### src/rtl/fetch_sequencer.sv
// Front-end fetch controller: owns the fetch PC, drives the imem request handshake and buffers pairs.
// Define FETCH_PERF_EN to add saturating stall/redirect performance counters.
module fetch_sequencer #(
  parameter int              PC_W     = 9,
  parameter logic [PC_W-1:0] RESET_PC = '0,
  parameter int              DEPTH    = 2
) (
  input  logic            clk,
  input  logic            rst,
  output logic            mem_req,
  output logic [PC_W-1:0] mem_addr,
  input  logic            mem_ack,
  input  logic [31:0]     mem_rdata,
  input  logic            stall_in,
  input  logic            redirect_in,
  input  logic [PC_W-1:0] target_in,
  output logic            ir_valid,
  output logic [15:0]     p0_IR,
  output logic [15:0]     p1_IR,
  output logic [PC_W-1:0] pc_out,
  output logic            ir0_invalid,
  output logic            fetch_next,
  output logic            flush_s1
`ifdef FETCH_PERF_EN
  ,
  output logic [15:0]     perf_stall_cnt,
  output logic [15:0]     perf_redirect_cnt
`endif
);

  localparam int PTR_W = $clog2(DEPTH);
  localparam int CNT_W = PTR_W + 1;
  localparam logic [CNT_W-1:0] FULL = CNT_W'(DEPTH);

  localparam logic [1:0] BOOT  = 2'd0;
  localparam logic [1:0] REQ   = 2'd1;
  localparam logic [1:0] HOLD  = 2'd2;
  localparam logic [1:0] DRAIN = 2'd3;

  logic [1:0]       state;
  logic [PC_W-1:0]  fetch_pc;
  logic [PC_W-1:0]  drain_addr;
  logic             kill_p0;
  logic [PTR_W-1:0] wr_ptr;
  logic [PTR_W-1:0] rd_ptr;
  logic [CNT_W-1:0] count;
  logic [CNT_W-1:0] count_nxt;
  logic             push;
  logic             pop;

  logic [PC_W-1:0]  buf_pc   [DEPTH];
  logic [31:0]      buf_data [DEPTH];
  logic             buf_kill [DEPTH];

  assign mem_req    = (state == REQ) || (state == DRAIN);
  assign mem_addr   = (state == DRAIN) ? drain_addr : fetch_pc;
  assign ir_valid   = (count != '0);
  assign fetch_next = ir_valid && !stall_in && !redirect_in;
  assign pop        = fetch_next;
  // An ack in DRAIN belongs to the pre-redirect request, so only REQ pushes.
  assign push       = (state == REQ) && mem_ack && !redirect_in && ((count != FULL) || pop);
  assign count_nxt  = count + CNT_W'(push) - CNT_W'(pop);

  assign p0_IR       = ir_valid ? buf_data[rd_ptr][15:0]  : '0;
  assign p1_IR       = ir_valid ? buf_data[rd_ptr][31:16] : '0;
  assign pc_out      = ir_valid ? buf_pc[rd_ptr] : '0;
  assign ir0_invalid = ir_valid && buf_kill[rd_ptr];

  always_ff @(posedge clk) begin
    if (push) begin
      buf_pc[wr_ptr]   <= fetch_pc;
      buf_data[wr_ptr] <= mem_rdata;
      buf_kill[wr_ptr] <= kill_p0;
    end
  end

  always_ff @(posedge clk) begin
    if (!rst) begin
      state      <= BOOT;
      fetch_pc   <= RESET_PC;
      drain_addr <= RESET_PC;
      kill_p0    <= 1'b0;
      flush_s1   <= 1'b0;
      wr_ptr     <= '0;
      rd_ptr     <= '0;
      count      <= '0;
    end else begin
      flush_s1 <= redirect_in;
      if (redirect_in) begin
        wr_ptr   <= '0;
        rd_ptr   <= '0;
        count    <= '0;
        fetch_pc <= {target_in[PC_W-1:1], 1'b0};
        kill_p0  <= target_in[0];
        // Keep an unacked request alive at its old address until memory accepts it.
        if (mem_req && !mem_ack) begin
          state      <= DRAIN;
          drain_addr <= mem_addr;
        end else begin
          state <= REQ;
        end
      end else begin
        if (push) wr_ptr <= wr_ptr + PTR_W'(1);
        if (pop)  rd_ptr <= rd_ptr + PTR_W'(1);
        count <= count_nxt;
        case (state)
          BOOT: state <= REQ;
          REQ: begin
            if (push) begin
              fetch_pc <= fetch_pc + PC_W'(2);
              kill_p0  <= 1'b0;
              state    <= (count_nxt == FULL) ? HOLD : REQ;
            end
          end
          HOLD: begin
            if (pop) state <= REQ;
          end
          DRAIN: begin
            if (mem_ack) state <= REQ;
          end
          default: state <= BOOT;
        endcase
      end
    end
  end

`ifdef FETCH_PERF_EN
  always_ff @(posedge clk) begin
    if (!rst) begin
      perf_stall_cnt    <= '0;
      perf_redirect_cnt <= '0;
    end else begin
      if (ir_valid && stall_in && (perf_stall_cnt != 16'hFFFF))
        perf_stall_cnt <= perf_stall_cnt + 16'd1;
      if (redirect_in && (perf_redirect_cnt != 16'hFFFF))
        perf_redirect_cnt <= perf_redirect_cnt + 16'd1;
    end
  end
`else
  // Performance counters are not built in this configuration.
`endif

endmodule
### config.mk
export PLATFORM = sky130hd
export DESIGN_NAME = fetch_sequencer
export DESIGN_NICKNAME = d
export VERILOG_FILES = /design/src/rtl/fetch_sequencer.sv
export SDC_FILE = /design/constraint.sdc
export NUM_CORES = 1
export LEC_CHECK = 0
export CAP_MARGIN = 30
export CORE_UTILIZATION = 28
export CTS_CLUSTER_DIAMETER = 80
export DETAILED_ROUTE_END_ITERATION = 6
export PLACE_DENSITY = 0.49
export SLEW_MARGIN = 20
export SYNTH_ARGS = -nofsm -noshare
export SYNTH_HDL_FRONTEND = slang
export SYNTH_SLANG_ARGS = --single-unit
### constraint.sdc
create_clock -name clk -period 8.1 [get_ports clk]
set_input_delay 2.43 -clock clk [delete_from_list [all_inputs] [get_ports clk]]
set_output_delay 2.43 -clock clk [all_outputs]
set_load 0.01 [all_outputs]
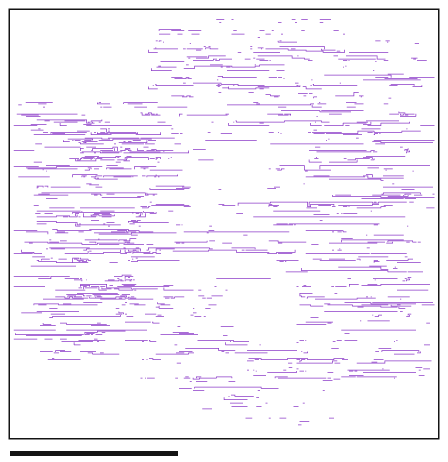
Figure 1: M1 wires.
Bar = 50 um.
longest straight run: 45.1 um
main direction: horizontal
wire length on this layer: 4420 um
nets with wire on the layer: 413
share of all routed wire: 48%
vias: 2769
WL final: 9280 um
GRT met1 Usage: 0.157

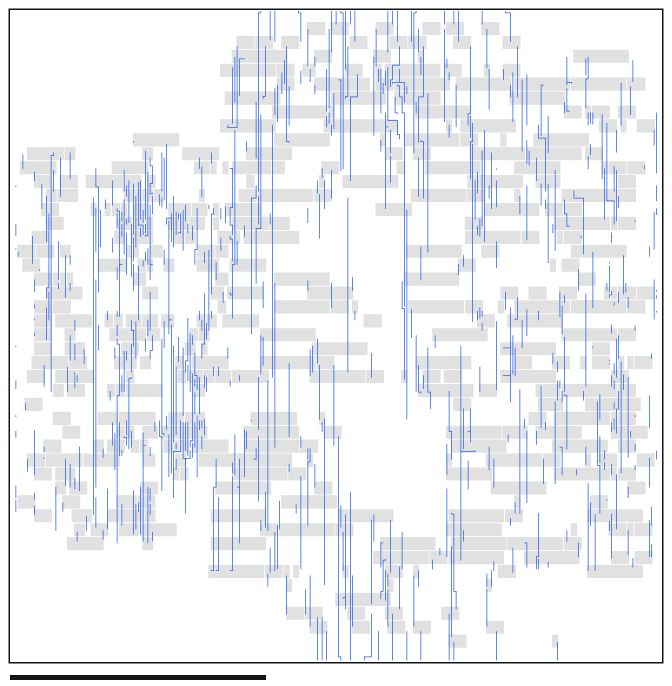
Figure 2: M2 wires.
Bar = 50 um. Cells faint in the background.
main direction: vertical
wire length on this layer: 4150 um
nets with wire on the layer: 375
longest straight run: 61.9 um
share of all routed wire: 45%
M2 GR Usage: 0.187

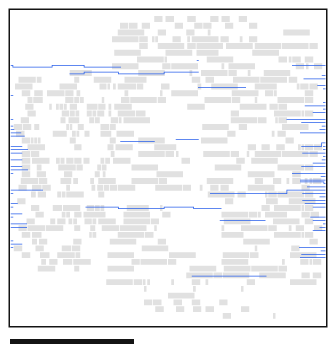
Figure 3: metal 3.
Bar = 50 um. Cells faint in the background.
longest straight run: 30.8 um
main direction: horizontal
grt met3 use: 0.0448

==> metrics.yaml <==
run_status:
  status: "finished, final reports clean"
worst_hold_path:
  min_from: "drain_addr[0]$_SDFFE_PN0P_"
  min_path_cells: 2
  min_path_type: "flip-flop to flip-flop"
  holdPathEnd: "drain_addr[0]$_SDFFE_PN0P_"
die:
  die_width_um: 127
  die_h_um: 127
  dieArea_um2: 16200
clock_tree:
  cts-root-buf: "clkbuf_16"
  hold_buffers: 0
  cts_setup_buffers: 0
  clkTransAtPathRegs_ns: 0.07
  htree_num_levels: 3
  clock-sinks: 108
  clockBufferDepth: 2
  ctsResizeCount: 0
  cts_tree: "built"
  cts_buffers: 9
global_routing:
  antenna_found_initial: 0
  grt_pass1_vias: 2822
  grt_overflow_total: 0
  grt_pass1_wl_um: 14800
  grt_max_degree: 42
setup_path:
  rr_endpoint: "state[1]$_SDFFE_PN0P_"
  cp.arrival_ns: 3.87
  end_kind: "output pin"
  crit_fanout: 7
  criticalPathCategory: "input pin to output pin"
  cp-start-kind: "input pin"
  crit_path_end: "fetch_next"
  crit_start: "stall_in"
  critPathRequiredTime_ns: 5.67
  r2r_setup_slack_ns: 5.43
power_and_ir_drop:
  ir_drop_v: 0.0000971
  comb_power_share: 0.077
  p_leak_nw: 1.90
  fin_total_pwr_w: 0.00111
  power.share.sequential: 0.557
  powerDensity_nw_per_um2: 188
  p_int_w: 0.000873
  power.net_switching_w: 0.000237
  p_clk_frac: 0.365
routing:
  vias_per_cell: 4.38
  postRouteAntennaNets: 0
  first_pass_iters: 4
  drtIter0Drc: 109
  drc_errors: 0
layout:
  lay_top_cells: "clkdlybuf4s50_1 (99), edfxtp_1 (82), mux2i_1 (50)"
  drive_gt1_frac: 0.0808
  fillCellCount: 1487
  antenna_cells: 0
  regArea_um2: 2980
  nets: 464
  lay_top_count: "clkdlybuf4s50_1"
  areaGrowthSynthToFinish_pct: 34.2
  finalInstanceArea_um2: 5910
synthesis:
  syn_avg_cell_area_um2: 13.8
  ys_types: 41
  syn_area_um2: 4400
  synth_top_area_share: 0.560
  postSynthSeqShare: 0.678
  yosys_warnings: 0
  syn_inst: 319
  yosysTopAreaCell: "edfxtp_1"
  top_cells_by_area: "edfxtp_1 (56%), dfxtp_1 (12%), mux2i_1 (11%), nor2_1 (4.3%), mux2_2 (2.0%)"
  ys_ff: 108
  ys_cells: 319
placed_design:
  port_buffers: 99
  dpl.hpwl_um: 5860
  place_area_um2: 5630
  finalWeightedCongestion: 0.722
run:
  warnings: 26
  drv_cap: 0
timing:
  setup_violations: 0
  period_used_share: 0.778
  fin_tns_setup_ns: 0
  maxSlewHeadroom: 0.498
  rsz0062_at_grt: "false"
  slew_violations: 0
  fmax_mhz: 159
  worst_pin_slew_ns: 0.750
  min_period_ns: 6.30
  hold_violations: 0
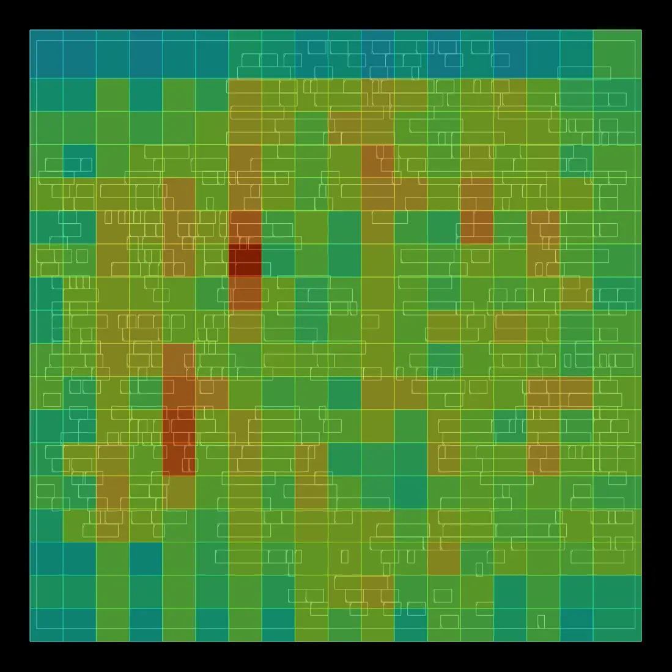
Figure 4: track usage over the die.
Avg WL per Cell: 14.7 um
fin util: 0.387
Top Usage Layer GRT: met2
GRT Total Usage: 0.120

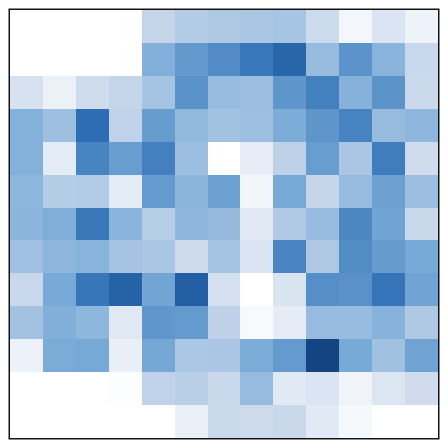
Figure 5: local utilization.
The die is cut into 13 by 13 equal tiles; white is low, dark blue is high, 0 to 100% covered.
tiles over 75% full: 3.0%
nearly empty tiles: 12%
fullest tile: 92%
mean over tiles: 35%
core area: 15300 um^2
FP Util: 0.288

state kept, by name, indices dropped and copies added, names as in the netlist, named ones only:
name and cells:
buf_data 64, buf_pc 16, drain_addr 9, fetch_pc 8, buf_kill 2, count 2
state 2, flush_s1 1, kill_p0 1, rd_ptr 1, wr_ptr 1
logic make-up after synthesis:
group,share of synthesized area
mux,0.134
xor+xnor,0.0159
other cells,0.000852
simple gates,0.100
fa+ha+maj,0.00569
buf+inv,0.0213
compound gates,0.0438
flops,0.678
per-stage QoR:
| step | std cells | hold WS (ns) | util | worst slack [ns] |
|---|---|---|---|---|
| floorplan | 319 | 0.405 | - | 1.66 |
| global placement | 615 | 0.413 | 0.368 | 1.82 |
| detailed placement | 616 | 0.420 | 0.369 | 1.79 |
| CTS | 632 | 0.431 | 0.387 | 1.79 |
| global route | 632 | 0.447 | 0.387 | 1.72 |
| finish | 632 | 0.430 | 0.387 | 1.80 |
power groups by stage:
stage | registers (W) | clock network [W] | logic [W]
after detailed placement | 0.000631 | 0 | 0.0000863
after CTS | 0.000619 | 0.000420 | 0.0000870
after floorplan | 0.000628 | 0 | 0.0000386
final | 0.000619 | 0.000406 | 0.0000859
after global routing | 0.000620 | 0.000443 | 0.0000937
after global placement | 0.000631 | 0 | 0.0000850
area by class of cell:
| cell class | instances | share of cell area |
|---|---|---|
| Sequential cell | 108 | 0.505 |
| Multi-Input combinational cell | 191 | 0.227 |
| Timing Repair Buffer | 103 | 0.175 |
| Tap cell | 211 | 0.0447 |
| Clock buffer | 12 | 0.0417 |
| Clock inverter | 4 | 0.00445 |
| Inverter | 3 | 0.00191 |
cell usage after synthesis:
| library cell | n |
|---|---|
| o311ai_1 | 1 |
| inv_1 | 3 |
| and2_1 | 1 |
| mux2i_1 | 50 |
| nor3b_1 | 1 |
| a21boi_0 | 1 |
| ha_1 | 2 |
| nor2_1 | 50 |
| buf_6 | 1 |
| buf_4 | 1 |
| clkbuf_1 | 9 |
| or3_1 | 3 |
| mux2_2 | 8 |
| nor3_1 | 3 |
| o2111ai_1 | 1 |
| o211a_1 | 1 |
| nand4_1 | 2 |
| nand2_1 | 7 |
| buf_2 | 6 |
| and4_1 | 1 |
| o31ai_1 | 1 |
| o311a_1 | 1 |
| a21oi_1 | 6 |
| nor3_4 | 1 |
| dfxtp_1 | 26 |
| conb_1 | 1 |
| or2_2 | 1 |
| and3b_4 | 1 |
| nand3_1 | 3 |
| o21bai_1 | 1 |
| edfxtp_1 | 82 |
| xor2_1 | 6 |
| xnor2_1 | 2 |
| and3_1 | 4 |
| o21ai_0 | 12 |
| or4_1 | 2 |
| o211ai_1 | 2 |
| nand2b_1 | 3 |
| o21ai_2 | 1 |
| nor2b_1 | 8 |
| a31oi_1 | 3 |
metal layers:
layer  vias to the layer above  wire (um)
li1                       1355          -
met1                      1325       4420
met2                        79       4150
met3                        10        618
met4                         0         93
met5                         -          0
critical path, stage by stage:
cell and delay [ns]:
clkdlybuf4s50_1 0.44, o21bai_1 0.28, nor2_1 0.15, clkdlybuf4s50_1 0.58
Power figures rest on the tool's default switching activity, not on a simulated workload.
